==> src/rtl/axis_frame_packer_if.sv <==
// Byte-wide AXI-Stream link with tid/tuser sideband; used for both the
// packer's input side (slave) and its framed output side (master).
interface axis_frame_packer_if #(
    parameter int TID_WIDTH   = 8,
    parameter int TUSER_WIDTH = 8
) ();
    logic [7:0]             tdata;
    logic [TID_WIDTH-1:0]   tid;
    logic [TUSER_WIDTH-1:0] tuser;
    logic                   tvalid;
    logic                   tlast;
    logic                   tready;

    modport master (output tdata, tid, tuser, tvalid, tlast, input tready);
    modport slave  (input tdata, tid, tuser, tvalid, tlast, output tready);
endinterface

==> src/rtl/axis_frame_packer.sv <==
// Store-and-forward packer: buffers one AXIS packet, then emits
// SOF / tid / len / {ovf,tuser} followed by the buffered payload.
module axis_frame_packer #(
    parameter int         TID_WIDTH   = 8,
    parameter int         TUSER_WIDTH = 8,
    parameter int         DEPTH       = 64,
    parameter logic [7:0] SOF_BYTE    = 8'hBC
) (
    input  logic                clk,
    input  logic                resn,
    axis_frame_packer_if.slave  s_axis,
    axis_frame_packer_if.master m_axis,
    output logic [15:0]         overflow_count,
    output logic                busy
);
    localparam int         AW          = (DEPTH > 1) ? $clog2(DEPTH) : 1;
    localparam logic [7:0] LEN_FULL_M1 = 8'(DEPTH - 1);

    typedef enum logic [2:0] {
        ST_IDLE,
        ST_FILL,
        ST_DRAIN,
        ST_HDR_SOF,
        ST_HDR_ID,
        ST_HDR_LEN,
        ST_HDR_STAT,
        ST_PAYLOAD
    } state_t;

    state_t        r_state;
    logic [7:0]    r_len;
    logic [7:0]    r_tid;
    logic [6:0]    r_tuser;
    logic          r_ovf;
    logic [15:0]   r_ovf_cnt;
    logic          r_tready;
    logic          r_tvalid;
    logic          r_tlast;
    logic [7:0]    r_tdata;
    logic [AW-1:0] r_rd_idx;
    logic [7:0]    r_mem [DEPTH];
    logic [7:0]    r_rd_data;

    logic          w_s_fire;
    logic          w_m_fire;
    logic          w_wr_en;
    logic          w_load;
    logic [AW-1:0] w_wr_addr;
    logic [AW-1:0] w_rd_addr;
    logic [7:0]    w_tid8;
    logic [6:0]    w_tuser7;

    generate
        if (TID_WIDTH > 8) begin : g_tid_trim
            logic w_unused_tid;
            assign w_tid8       = s_axis.tid[7:0];
            assign w_unused_tid = ^s_axis.tid[TID_WIDTH-1:8];
        end else begin : g_tid_ext
            assign w_tid8 = 8'(s_axis.tid);
        end
        if (TUSER_WIDTH > 7) begin : g_tuser_trim
            logic w_unused_tuser;
            assign w_tuser7       = s_axis.tuser[6:0];
            assign w_unused_tuser = ^s_axis.tuser[TUSER_WIDTH-1:7];
        end else begin : g_tuser_ext
            assign w_tuser7 = 7'(s_axis.tuser);
        end
    endgenerate

    assign w_s_fire  = s_axis.tvalid & r_tready;
    assign w_m_fire  = r_tvalid & m_axis.tready;
    assign w_wr_en   = w_s_fire & ((r_state == ST_IDLE) | (r_state == ST_FILL));
    assign w_wr_addr = (r_state == ST_FILL) ? r_len[AW-1:0] : '0;
    // Look one byte ahead on every payload load so r_rd_data already holds
    // the following byte when the next handshake arrives.
    assign w_load    = w_m_fire & ((r_state == ST_HDR_STAT) |
                                   ((r_state == ST_PAYLOAD) & ~r_tlast));
    assign w_rd_addr = w_load ? (r_rd_idx + AW'(1)) : r_rd_idx;

    always_ff @(posedge clk) begin
        if (w_wr_en) begin
            r_mem[w_wr_addr] <= s_axis.tdata;
        end
        r_rd_data <= r_mem[w_rd_addr];
    end

    always_ff @(posedge clk or negedge resn) begin
        if (!resn) begin
            r_state   <= ST_IDLE;
            r_len     <= '0;
            r_tid     <= '0;
            r_tuser   <= '0;
            r_ovf     <= 1'b0;
            r_ovf_cnt <= '0;
            r_tready  <= 1'b0;
            r_tvalid  <= 1'b0;
            r_tlast   <= 1'b0;
            r_tdata   <= '0;
            r_rd_idx  <= '0;
        end else begin
            case (r_state)
                ST_IDLE: begin
                    r_tready <= 1'b1;
                    if (w_s_fire) begin
                        r_tid   <= w_tid8;
                        r_tuser <= w_tuser7;
                        r_len   <= 8'd1;
                        if (s_axis.tlast) begin
                            r_state  <= ST_HDR_SOF;
                            r_tready <= 1'b0;
                            r_tvalid <= 1'b1;
                            r_tdata  <= SOF_BYTE;
                        end else begin
                            r_state <= ST_FILL;
                        end
                    end
                end
                ST_FILL: begin
                    if (w_s_fire) begin
                        r_len <= r_len + 8'd1;
                        if (s_axis.tlast) begin
                            r_state  <= ST_HDR_SOF;
                            r_tready <= 1'b0;
                            r_tvalid <= 1'b1;
                            r_tdata  <= SOF_BYTE;
                        end else if (r_len == LEN_FULL_M1) begin
                            r_state <= ST_DRAIN;
                            r_ovf   <= 1'b1;
                            if (r_ovf_cnt != 16'hFFFF) begin
                                r_ovf_cnt <= r_ovf_cnt + 16'd1;
                            end
                        end
                    end
                end
                ST_DRAIN: begin
                    if (w_s_fire && s_axis.tlast) begin
                        r_state  <= ST_HDR_SOF;
                        r_tready <= 1'b0;
                        r_tvalid <= 1'b1;
                        r_tdata  <= SOF_BYTE;
                    end
                end
                ST_HDR_SOF: begin
                    if (w_m_fire) begin
                        r_state <= ST_HDR_ID;
                        r_tdata <= r_tid;
                    end
                end
                ST_HDR_ID: begin
                    if (w_m_fire) begin
                        r_state <= ST_HDR_LEN;
                        r_tdata <= r_len;
                    end
                end
                ST_HDR_LEN: begin
                    if (w_m_fire) begin
                        r_state <= ST_HDR_STAT;
                        r_tdata <= {r_ovf, r_tuser};
                    end
                end
                ST_HDR_STAT: begin
                    if (w_m_fire) begin
                        r_state  <= ST_PAYLOAD;
                        r_tdata  <= r_rd_data;
                        r_tlast  <= (r_len == 8'd1);
                        r_rd_idx <= AW'(1);
                    end
                end
                ST_PAYLOAD: begin
                    if (w_m_fire) begin
                        if (r_tlast) begin
                            r_state  <= ST_IDLE;
                            r_tvalid <= 1'b0;
                            r_tlast  <= 1'b0;
                            r_tready <= 1'b1;
                            r_len    <= '0;
                            r_ovf    <= 1'b0;
                            r_rd_idx <= '0;
                        end else begin
                            r_tdata  <= r_rd_data;
                            r_tlast  <= (8'(r_rd_idx) == (r_len - 8'd1));
                            r_rd_idx <= r_rd_idx + AW'(1);
                        end
                    end
                end
                default: begin
                    r_state <= ST_IDLE;
                end
            endcase
        end
    end

    assign s_axis.tready  = r_tready;
    assign m_axis.tdata   = r_tdata;
    assign m_axis.tvalid  = r_tvalid;
    assign m_axis.tlast   = r_tlast;
    assign m_axis.tid     = '0;
    assign m_axis.tuser   = '0;
    assign overflow_count = r_ovf_cnt;
    assign busy           = (r_state != ST_IDLE);
endmodule
==> src/flat_wrapper.sv <==
// flat-port wrapper written by rule: the top's interface ports become plain ports
module axis_frame_packer_flat 
#(
    parameter int         TID_WIDTH   = 8,
    parameter int         TUSER_WIDTH = 8,
    parameter int         DEPTH       = 64,
    parameter logic [7:0] SOF_BYTE    = 8'hBC
)
  (clk, resn, overflow_count, busy, s_axis_tdata, s_axis_tid, s_axis_tuser, s_axis_tvalid, s_axis_tlast, s_axis_tready, m_axis_tdata, m_axis_tid, m_axis_tuser, m_axis_tvalid, m_axis_tlast, m_axis_tready);
  axis_frame_packer_if #(.TID_WIDTH(TID_WIDTH), .TUSER_WIDTH(TUSER_WIDTH)) s_axis_i ();
  axis_frame_packer_if #(.TID_WIDTH(TID_WIDTH), .TUSER_WIDTH(TUSER_WIDTH)) m_axis_i ();
  input  logic clk;
  input  logic resn;
  output logic [15:0] overflow_count;
  output logic busy;
  input wire logic [$bits(s_axis_i.tdata)-1:0] s_axis_tdata;
  input wire logic [$bits(s_axis_i.tid)-1:0] s_axis_tid;
  input wire logic [$bits(s_axis_i.tuser)-1:0] s_axis_tuser;
  input wire logic [$bits(s_axis_i.tvalid)-1:0] s_axis_tvalid;
  input wire logic [$bits(s_axis_i.tlast)-1:0] s_axis_tlast;
  output wire logic [$bits(s_axis_i.tready)-1:0] s_axis_tready;
  output wire logic [$bits(m_axis_i.tdata)-1:0] m_axis_tdata;
  output wire logic [$bits(m_axis_i.tid)-1:0] m_axis_tid;
  output wire logic [$bits(m_axis_i.tuser)-1:0] m_axis_tuser;
  output wire logic [$bits(m_axis_i.tvalid)-1:0] m_axis_tvalid;
  output wire logic [$bits(m_axis_i.tlast)-1:0] m_axis_tlast;
  input wire logic [$bits(m_axis_i.tready)-1:0] m_axis_tready;
  assign s_axis_i.tdata = s_axis_tdata;
  assign s_axis_i.tid = s_axis_tid;
  assign s_axis_i.tuser = s_axis_tuser;
  assign s_axis_i.tvalid = s_axis_tvalid;
  assign s_axis_i.tlast = s_axis_tlast;
  assign s_axis_tready = s_axis_i.tready;
  assign m_axis_tdata = m_axis_i.tdata;
  assign m_axis_tid = m_axis_i.tid;
  assign m_axis_tuser = m_axis_i.tuser;
  assign m_axis_tvalid = m_axis_i.tvalid;
  assign m_axis_tlast = m_axis_i.tlast;
  assign m_axis_i.tready = m_axis_tready;
  axis_frame_packer #(.TID_WIDTH(TID_WIDTH), .TUSER_WIDTH(TUSER_WIDTH), .DEPTH(DEPTH), .SOF_BYTE(SOF_BYTE)) u_core (.clk(clk), .resn(resn), .s_axis(s_axis_i), .m_axis(m_axis_i), .overflow_count(overflow_count), .busy(busy));
endmodule
==> config.mk <==
export PLATFORM = sky130hd
export DESIGN_NAME = axis_frame_packer_flat
export DESIGN_NICKNAME = d
export VERILOG_FILES = /design/src/rtl/axis_frame_packer_if.sv /design/src/rtl/axis_frame_packer.sv /design/src/flat_wrapper.sv
export SDC_FILE = /design/constraint.sdc
export NUM_CORES = 1
export LEC_CHECK = 0
export CORE_MARGIN = 2
export CORE_UTILIZATION = 57
export DETAILED_ROUTE_END_ITERATION = 12
export DONT_BUFFER_PORTS = 1
export PLACE_DENSITY = 0.86
export SETUP_SLACK_MARGIN = 0.15
export SLEW_MARGIN = 25
export SYNTH_ARGS = -nofsm -noshare
export SYNTH_HDL_FRONTEND = slang
export SYNTH_SLANG_ARGS = --single-unit
==> constraint.sdc <==
create_clock -name clk -period 2.8 [get_ports clk]
set_input_delay 0.56 -clock clk [delete_from_list [all_inputs] [get_ports clk]]
set_output_delay 0.56 -clock clk [all_outputs]
set_load 0.1 [all_outputs]
==> images/port_trees.png <==
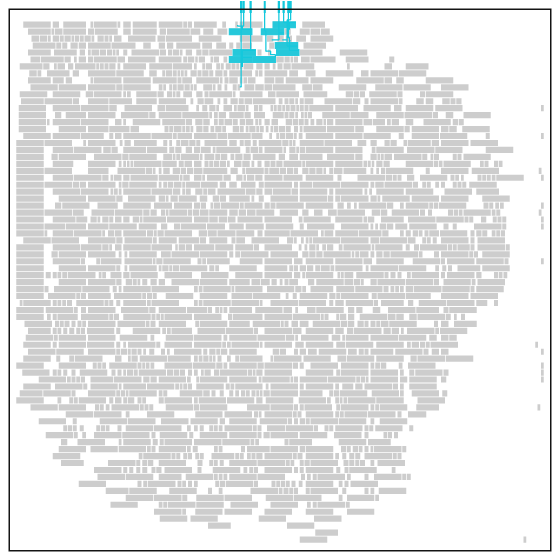
m_axis_tdata: in cyan, direction output, edge top, end cells 8, buffers 0, wire 167 µm.
count of port buffers added during placement: 0
total I/O pin count: 73

==> images/layers.png <==
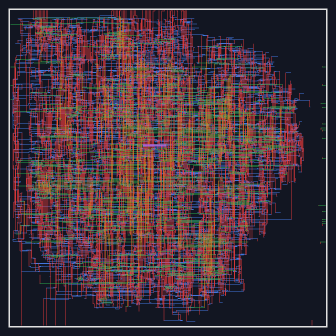
M2: in red, wire length 34.2 mm. M1: in blue, wire length 22.6 mm. M3: in green, wire length 8770 µm. M5: in purple, wire length 13.8 µm. M4: in orange, wire length 4380 µm.
average wire length per cell after detail routing: 28.24 µm
total number of vias: 17550
DRT Wirelength: 69980 µm

==> flow_summary.yaml <==
# yosys + openroad results
setup_path:
  timing.critical_path.from_type: "register"
  path_class: "reg -> reg"
  timing.reg2reg.setup_slack_ns: 0.07
  end_kind: "register"
  reg2reg_to: "u_core.r_rd_data[3]$_DFF_P_"
  r2r_start: "u_core.m_axis.tvalid$_DFFE_PN0P_"
  worstSetupEndpoint: "u_core.r_rd_data[3]$_DFF_P_"
  required_ns: 3.30
final_timing:
  layout_min_cycle_time_ns: 2.735
  maxSlewViolCount: 0
  worst_hold_margin_ns: 0.05252
drt:
  viasPerCell: 7.084
  topRoutingLayerUsed: "met5"
  drtAntennaViolNets: 0
clocking:
  post_cts_setup_buffer_count: 8
  cts_clock_pin_slew_for_the_worst_setup_and_hold_paths_ns: 0.07
  cts_inserted_buffers: 55
global_routing:
  largest_net_degree_at_the_start_of_global_routing: 129
  globalRoute.totalOverflow: 0
  grt_pass1_wl_um: 99610
power:
  power.combinational.fraction: 0.349
  p_total_mw: 26.92
  power.static_leakage_nw: 9.801
worst_hold_path:
  worst_hold_startpoint: "s_axis_tdata[2]"
yosys:
  synth.area.mux_share: 0.04667
  mean_cell_area_of_the_mapped_netlist_um2: 13.68
  netlist_top_cells_area: "edfxtp_1, dfrtp_1, nand3_1"
  ys_seq_share: 0.6968
  netlist.top_cell.by_instances: "edfxtp_1"
  postSynth.topFlopCell: "edfxtp_1"
  ys_area_um2: 24450
status:
  run_status: "finished clean"
floorplan:
  placement_rows: 75
  core-area_um2: 42130
cells_and_area:
  regMostFlops: "u_core.r_mem"
==> images/clock_wires.png <==
Scale bar: 50 µm.
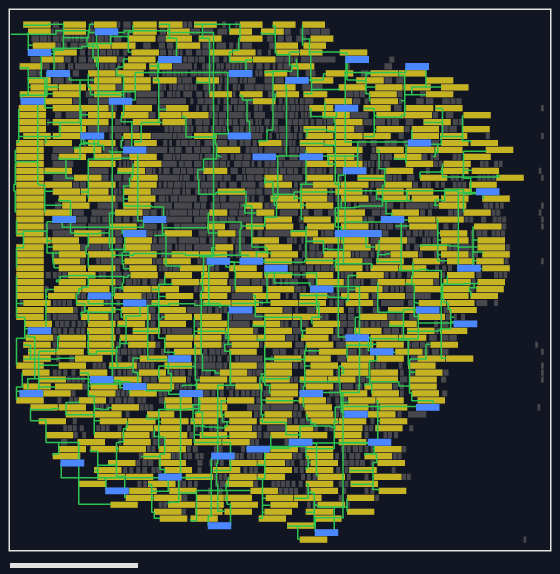
flip-flops: in yellow, count 580. clock wires: in green, length 6320 µm. clock-net drivers: in blue, count 55.
There are 56 routed clock nets. Position of the flops: widely spread.
clock network power share: 0.264
clk_skew: 0.02074 ns
Clk. pwr: 7.10 mW

==> final cells by class <==
type	instances	share of cell area
inverters	11	0.001593
clock buffers	68	0.05145
clock inverters	35	0.008096
flip-flops and latches	580	0.6031
repair buffers	183	0.06733
multi-input cells	1062	0.2446
well taps	539	0.02385
==> stage by stage <==
step | worst slack (ns) | std cells
floorplan | 0.1582 | 1802
CTS | 0.1434 | 2457
global placement | 0.07621 | 2342
global route | 0.04723 | 2478
detailed placement | 0.006166 | 2342
finish | 0.06532 | 2478
==> worst max-delay path, delay by kind of cell, from the launching register on <==
kind | cells | cell delay, ns
multiplexers | 1 | 0.34
AND/OR/NAND/NOR | 3 | 0.64
AND-OR/OR-AND | 2 | 0.56
flip-flops | 1 | 0.50
buffers and inverters | 2 | 0.34
XOR/XNOR | 1 | 0.24
Power and IR drop assume default switching activity.
